**src/rtl/rally_pkg.sv**
```systemverilog
// Shared rally-game definitions: heading encoding, car-mover FSM states and
// screen geometry.
package rally_pkg;

    localparam logic [1:0] DIR_UP    = 2'd0;
    localparam logic [1:0] DIR_RIGHT = 2'd1;
    localparam logic [1:0] DIR_DOWN  = 2'd2;
    localparam logic [1:0] DIR_LEFT  = 2'd3;

    localparam int unsigned SCREEN_W  = 640;
    localparam int unsigned SCREEN_H  = 480;
    localparam int unsigned TILE_SIZE = 32;

    typedef enum logic [2:0] {
        S_IDLE,
        S_CALC,
        S_PROBE0,
        S_PROBE1,
        S_PROBE2,
        S_PROBE3,
        S_COMMIT
    } mover_state_t;

    // Opposite heading: up<->down, right<->left.
    function automatic logic [1:0] reverse_dir(input logic [1:0] d);
        return d ^ 2'b10;
    endfunction

endpackage

```
**src/rtl/car_mover_if.sv**
```systemverilog
// Pixel-probe bus between the car mover (master) and the map wall lookup (slave).
interface car_mover_if;

    logic [9:0] probe_x;
    logic [9:0] probe_y;
    logic       probe_is_wall;

    modport master (
        output probe_x,
        output probe_y,
        input  probe_is_wall
    );

    modport slave (
        input  probe_x,
        input  probe_y,
        output probe_is_wall
    );

endinterface

```
**src/rtl/car_mover_probe_addr_gen.sv**
```systemverilog
// Maps a candidate top-left position and probe index to one bounding-box corner.
// Index bit 0 selects the right edge, bit 1 the bottom edge.
module probe_addr_gen #(
    parameter int unsigned CAR_SIZE = 16
) (
    input  logic [9:0] i_cx,
    input  logic [9:0] i_cy,
    input  logic [1:0] i_idx,
    output logic [9:0] o_px,
    output logic [9:0] o_py
);

    localparam logic [9:0] FAR_EDGE = 10'(CAR_SIZE - 1);

    always_comb begin
        o_px = i_idx[0] ? i_cx + FAR_EDGE : i_cx;
        o_py = i_idx[1] ? i_cy + FAR_EDGE : i_cy;
    end

endmodule

```
**src/rtl/car_mover.sv**
```systemverilog
// Player car position/heading owner: per tick, computes a one-step candidate,
// probes four corners through the map and commits or flags a crash.
// Optional: define CAR_BOUNCE_EN to reverse the heading on a rejected move.
module car_mover
    import rally_pkg::*;
#(
    parameter int unsigned CAR_SIZE = 16,
    parameter int unsigned STEP     = 2,
    parameter int unsigned START_X  = 64,
    parameter int unsigned START_Y  = 64,
    parameter int unsigned X_LIMIT  = SCREEN_W,
    parameter int unsigned Y_LIMIT  = SCREEN_H
) (
    input  logic              clk,
    input  logic              reset_n,
    input  logic              tick,
    input  logic              move_en,
    input  logic [1:0]        dir_req,
    input  logic              dir_req_valid,
    car_mover_if.master       map_bus,
    output logic [9:0]        car_x,
    output logic [9:0]        car_y,
    output logic [1:0]        heading,
    output logic              busy,
    output logic              crash
);

    localparam logic [10:0] STEP11  = 11'(STEP);
    localparam logic [11:0] SIZE12  = 12'(CAR_SIZE);
    localparam logic [11:0] XLIM12  = 12'(X_LIMIT);
    localparam logic [11:0] YLIM12  = 12'(Y_LIMIT);
    localparam logic [9:0]  START_X10 = 10'(START_X);
    localparam logic [9:0]  START_Y10 = 10'(START_Y);

    mover_state_t r_state, w_next;

    logic [9:0]  r_car_x, r_car_y;
    logic [1:0]  r_heading;
    logic [9:0]  r_cx, r_cy;
    logic        r_hit;
    logic        r_crash;
    logic [9:0]  r_probe_x, r_probe_y;

    logic [10:0] w_cand_x, w_cand_y;
    logic        w_oob;
    logic [9:0]  w_gen_x, w_gen_y;
    logic [1:0]  w_idx;
    logic        w_load_probe;
    logic [9:0]  w_px, w_py;

    // Candidate is 11-bit two's complement so a step past 0 shows up in bit 10.
    always_comb begin
        w_cand_x = {1'b0, r_car_x};
        w_cand_y = {1'b0, r_car_y};
        case (r_heading)
            DIR_UP:    w_cand_y = {1'b0, r_car_y} - STEP11;
            DIR_RIGHT: w_cand_x = {1'b0, r_car_x} + STEP11;
            DIR_DOWN:  w_cand_y = {1'b0, r_car_y} + STEP11;
            default:   w_cand_x = {1'b0, r_car_x} - STEP11;
        endcase
        w_oob = w_cand_x[10] | w_cand_y[10]
              | (({1'b0, w_cand_x} + SIZE12) > XLIM12)
              | (({1'b0, w_cand_y} + SIZE12) > YLIM12);
    end

    // Corner for the next probe state; PROBE0's corner comes straight from CALC.
    always_comb begin
        w_gen_x      = r_cx;
        w_gen_y      = r_cy;
        w_idx        = 2'd0;
        w_load_probe = 1'b1;
        case (r_state)
            S_CALC: begin
                w_gen_x = w_cand_x[9:0];
                w_gen_y = w_cand_y[9:0];
            end
            S_PROBE0: w_idx = 2'd1;
            S_PROBE1: w_idx = 2'd2;
            S_PROBE2: w_idx = 2'd3;
            default:  w_load_probe = 1'b0;
        endcase
    end

    probe_addr_gen #(
        .CAR_SIZE (CAR_SIZE)
    ) u_probe_addr_gen (
        .i_cx  (w_gen_x),
        .i_cy  (w_gen_y),
        .i_idx (w_idx),
        .o_px  (w_px),
        .o_py  (w_py)
    );

    always_ff @(posedge clk or negedge reset_n) begin
        if (!reset_n) r_state <= S_IDLE;
        else          r_state <= w_next;
    end

    always_comb begin
        w_next = r_state;
        case (r_state)
            S_IDLE:   if (tick && move_en) w_next = S_CALC;
            S_CALC:   w_next = S_PROBE0;
            S_PROBE0: w_next = S_PROBE1;
            S_PROBE1: w_next = S_PROBE2;
            S_PROBE2: w_next = S_PROBE3;
            S_PROBE3: w_next = S_COMMIT;
            default:  w_next = S_IDLE;
        endcase
    end

    always_ff @(posedge clk or negedge reset_n) begin
        if (!reset_n) begin
            r_car_x   <= START_X10;
            r_car_y   <= START_Y10;
            r_heading <= DIR_RIGHT;
            r_cx      <= '0;
            r_cy      <= '0;
            r_hit     <= 1'b0;
            r_crash   <= 1'b0;
            r_probe_x <= '0;
            r_probe_y <= '0;
        end else begin
            r_crash <= 1'b0;
            if (w_load_probe) begin
                r_probe_x <= w_px;
                r_probe_y <= w_py;
            end
            case (r_state)
                S_IDLE: if (tick && dir_req_valid) r_heading <= dir_req;
                S_CALC: begin
                    r_cx  <= w_cand_x[9:0];
                    r_cy  <= w_cand_y[9:0];
                    r_hit <= w_oob;
                end
                S_PROBE0, S_PROBE1, S_PROBE2, S_PROBE3:
                    r_hit <= r_hit | map_bus.probe_is_wall;
                S_COMMIT: begin
                    if (r_hit) begin
                        r_crash <= 1'b1;
`ifdef CAR_BOUNCE_EN
                        r_heading <= reverse_dir(r_heading);
`endif
                    end else begin
                        r_car_x <= r_cx;
                        r_car_y <= r_cy;
                    end
                end
                default: ;
            endcase
        end
    end

    assign map_bus.probe_x = r_probe_x;
    assign map_bus.probe_y = r_probe_y;
    assign car_x   = r_car_x;
    assign car_y   = r_car_y;
    assign heading = r_heading;
    assign busy    = (r_state != S_IDLE);
    assign crash   = r_crash;

endmodule

```
**src/flat_wrapper.sv**
```systemverilog
// flat-port wrapper written by rule: the top's interface ports become plain ports
module car_mover_flat import rally_pkg::*;
#(
    parameter int unsigned CAR_SIZE = 16,
    parameter int unsigned STEP     = 2,
    parameter int unsigned START_X  = 64,
    parameter int unsigned START_Y  = 64,
    parameter int unsigned X_LIMIT  = SCREEN_W,
    parameter int unsigned Y_LIMIT  = SCREEN_H
)
  (clk, reset_n, tick, move_en, dir_req, dir_req_valid, car_x, car_y, heading, busy, crash, map_bus_probe_x, map_bus_probe_y, map_bus_probe_is_wall);
  car_mover_if map_bus_i ();
  input  logic clk;
  input  logic reset_n;
  input  logic tick;
  input  logic move_en;
  input  logic [1:0] dir_req;
  input  logic dir_req_valid;
  output logic [9:0] car_x;
  output logic [9:0] car_y;
  output logic [1:0] heading;
  output logic busy;
  output logic crash;
  output wire logic [$bits(map_bus_i.probe_x)-1:0] map_bus_probe_x;
  output wire logic [$bits(map_bus_i.probe_y)-1:0] map_bus_probe_y;
  input wire logic [$bits(map_bus_i.probe_is_wall)-1:0] map_bus_probe_is_wall;
  assign map_bus_probe_x = map_bus_i.probe_x;
  assign map_bus_probe_y = map_bus_i.probe_y;
  assign map_bus_i.probe_is_wall = map_bus_probe_is_wall;
  car_mover #(.CAR_SIZE(CAR_SIZE), .STEP(STEP), .START_X(START_X), .START_Y(START_Y), .X_LIMIT(X_LIMIT), .Y_LIMIT(Y_LIMIT)) u_core (.clk(clk), .reset_n(reset_n), .tick(tick), .move_en(move_en), .dir_req(dir_req), .dir_req_valid(dir_req_valid), .map_bus(map_bus_i), .car_x(car_x), .car_y(car_y), .heading(heading), .busy(busy), .crash(crash));
endmodule
```
**config.mk**
```make
export PLATFORM = sky130hd
export DESIGN_NAME = car_mover_flat
export DESIGN_NICKNAME = d
export VERILOG_FILES = /design/src/rtl/rally_pkg.sv /design/src/rtl/car_mover_if.sv /design/src/rtl/car_mover_probe_addr_gen.sv /design/src/rtl/car_mover.sv /design/src/flat_wrapper.sv
export SDC_FILE = /design/constraint.sdc
export NUM_CORES = 1
export LEC_CHECK = 0
export CAP_MARGIN = 20
export CELL_PAD_IN_SITES_DETAIL_PLACEMENT = 0
export CELL_PAD_IN_SITES_GLOBAL_PLACEMENT = 1
export CORE_AREA = 2 2 96 116
export CTS_CLUSTER_SIZE = 25
export DETAILED_ROUTE_END_ITERATION = 16
export DIE_AREA = 0 0 98 118
export PLACE_DENSITY = 0.77
export SLEW_MARGIN = 20
export SYNTH_ARGS = -nofsm -noshare
export SYNTH_HDL_FRONTEND = slang
export SYNTH_SLANG_ARGS = --single-unit
```
**constraint.sdc**
```tcl
create_clock -name clk -period 5.3 [get_ports clk]
set_clock_uncertainty 0.2 [all_clocks]
set_input_delay 1.06 -clock clk [delete_from_list [all_inputs] [get_ports clk]]
set_output_delay 1.06 -clock clk [all_outputs]
set_load 0.005 [all_outputs]
```
**Gate families picked out**

Bar = 20 um.
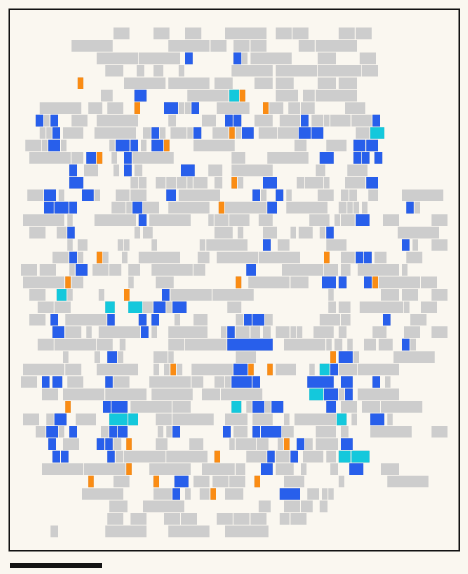
| colour | family | cells |
|---|---|---|
| cyan | and/or cells | 13 |
| orange | inv cells | 28 |
| blue | aoi and oai cells | 119 |
combinational share of cell area: 48.6%
most numerous logic cell after layout: dfrtp_1
final cell count without fillers: 671

**Ports around the boundary**

Pins as bars across the die edge, other pins in grey.
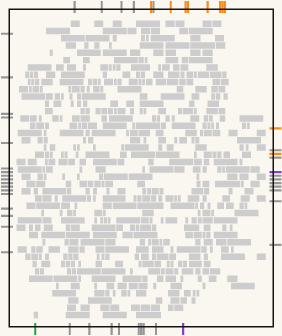
| colour | port | pins | direction | edge |
|---|---|---|---|---|
| purple | heading | 2 | output | 1 bottom, 1 right |
| orange | car_x | 10 | output | 8 top, 2 right |
| green | reset_n | 1 | input | bottom |
die y size: 118 um
Port Buffers: 51

**Wiring by layer**

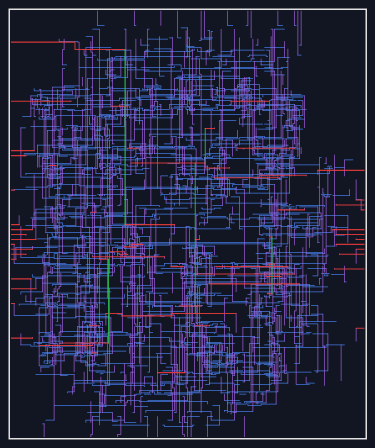
| colour | layer | wire length |
|---|---|---|
| green | M4 | 138 um |
| purple | M2 | 5570 um |
| blue | M1 | 5440 um |
| red | M3 | 503 um |

**Clock routing**

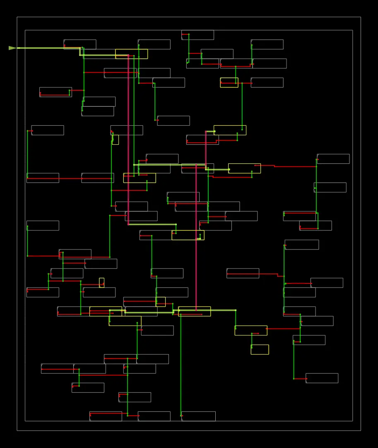
flip-flops: 67
P_clk: 552 uW
Sink Count: 67
Latency at later pin: 330 ps

**Wire density map**

The die is cut into 20 by 24 equal tiles; dark blue is low, red is high, scaled to the fullest tile. Values are wire area over tile area, all layers added.
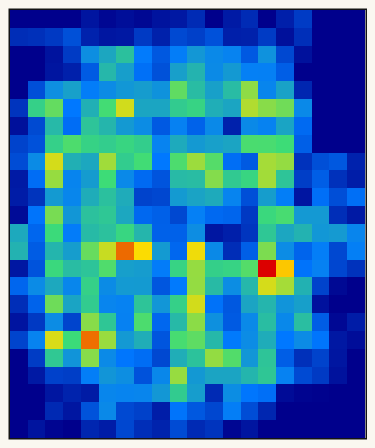
tiles over half the peak: 11%
mean over tiles: 0.16
fullest tile: 0.61
nearly empty tiles: 15%
vias: 3879
WL/cell: 17.4 um
Total GRT Usage: 20.6%
final wirelength: 11.7 mm

==> flow_summary.yaml <==
# synthesis and place-and-route metrics
run_status:
  status: "finished clean"
floorplanning:
  fp_util_pct: 43.2
  taps: 129
  coreArea_mm2: 0.0104
  dieArea_mm2: 0.0116
  rows: 41
critical_path:
  path_common_cell: "ha_1"
  critPathKind: "reg2reg"
  path_depth: 13
  slowest_delay_ps: 690
  worst-r2r-cell-count: 13
  cp-endpoint: "u_core.r_hit"
  slowest_stage: "o41ai_1"
synthesis:
  flop_cell: "dfrtp_1"
  most_common_cell: "dfrtp_1"
  ys_types: 73
  top_area_share_pct: 35.6
  simple_gate_share_pct: 18.4
  ys_area_mm2: 0.00450
  syn_nets: 523
  edf_count: 0
  syn_area_mm2: 0.00450
  aoi_share_pct: 21.7
  syn_inst: 491
  syn_avg_cell_area_um2: 9.16
  synth_warnings: 0
route:
  drtIter0Drc: 249
  vias_per_cell: 5.78
  met3WireLength_um: 502
  drtAntennaViolNets: 0
  wl_met1_mm: 5.44
  drc: 0
  dr_wl_met2_mm: 5.57
power_and_ir_drop:
  finalPower_uw: 4410
  leakagePower_uw: 0.00231
  ir_drop_v: 0.000306
  comb_power_uw: 2870
  clkPwrFrac_pct: 12.5
  powerDensity_mw_per_mm2: 816
  p_seq_share_pct: 22.4
  p_int_uw: 2370
layout:
  most-common-layout-cells: "64 x dfrtp_1, 50 x clkdlybuf4s50_1, 47 x nor2_1, 42 x nand2_1, 32 x o21ai_0"
  area_growth_syn_to_layout_pct: 19.9
  top_area_cell_class: "combinational gates"
  antenna_cells: 0
  fillCellCount: 973
  comb.multi_input.count: 375
  sh_seq_area_pct: 31.1
  nonClockBufferCount: 58
final_timing:
  relSlewSlack_pct: 47.5
  tns_ps: 0
  slew_viol_final: 0
  hold_viol: 0
global_routing:
  grt-busiest-layer: "met2"
  use_met3_pct: 4.04
  grt_pass1_wl_mm: 19.1
  use_met1_pct: 28.4
  antenna_found_initial: 0
flow_run:
  warnings: 29
worst_hold_path:
  hp-start: "u_core.r_cy[5]"
cts:
  cts_buffers: 9
  clockBufferDepth: 2
  cts-root-buf: "clkbuf_16"
  clk_pin_slew_ps: 60
  cts_setup_buffers: 0
  tritoncts: "done"
placement:
  placed_area_mm2: 0.00513
  place_inst: 657
Power and IR drop assume default switching activity.
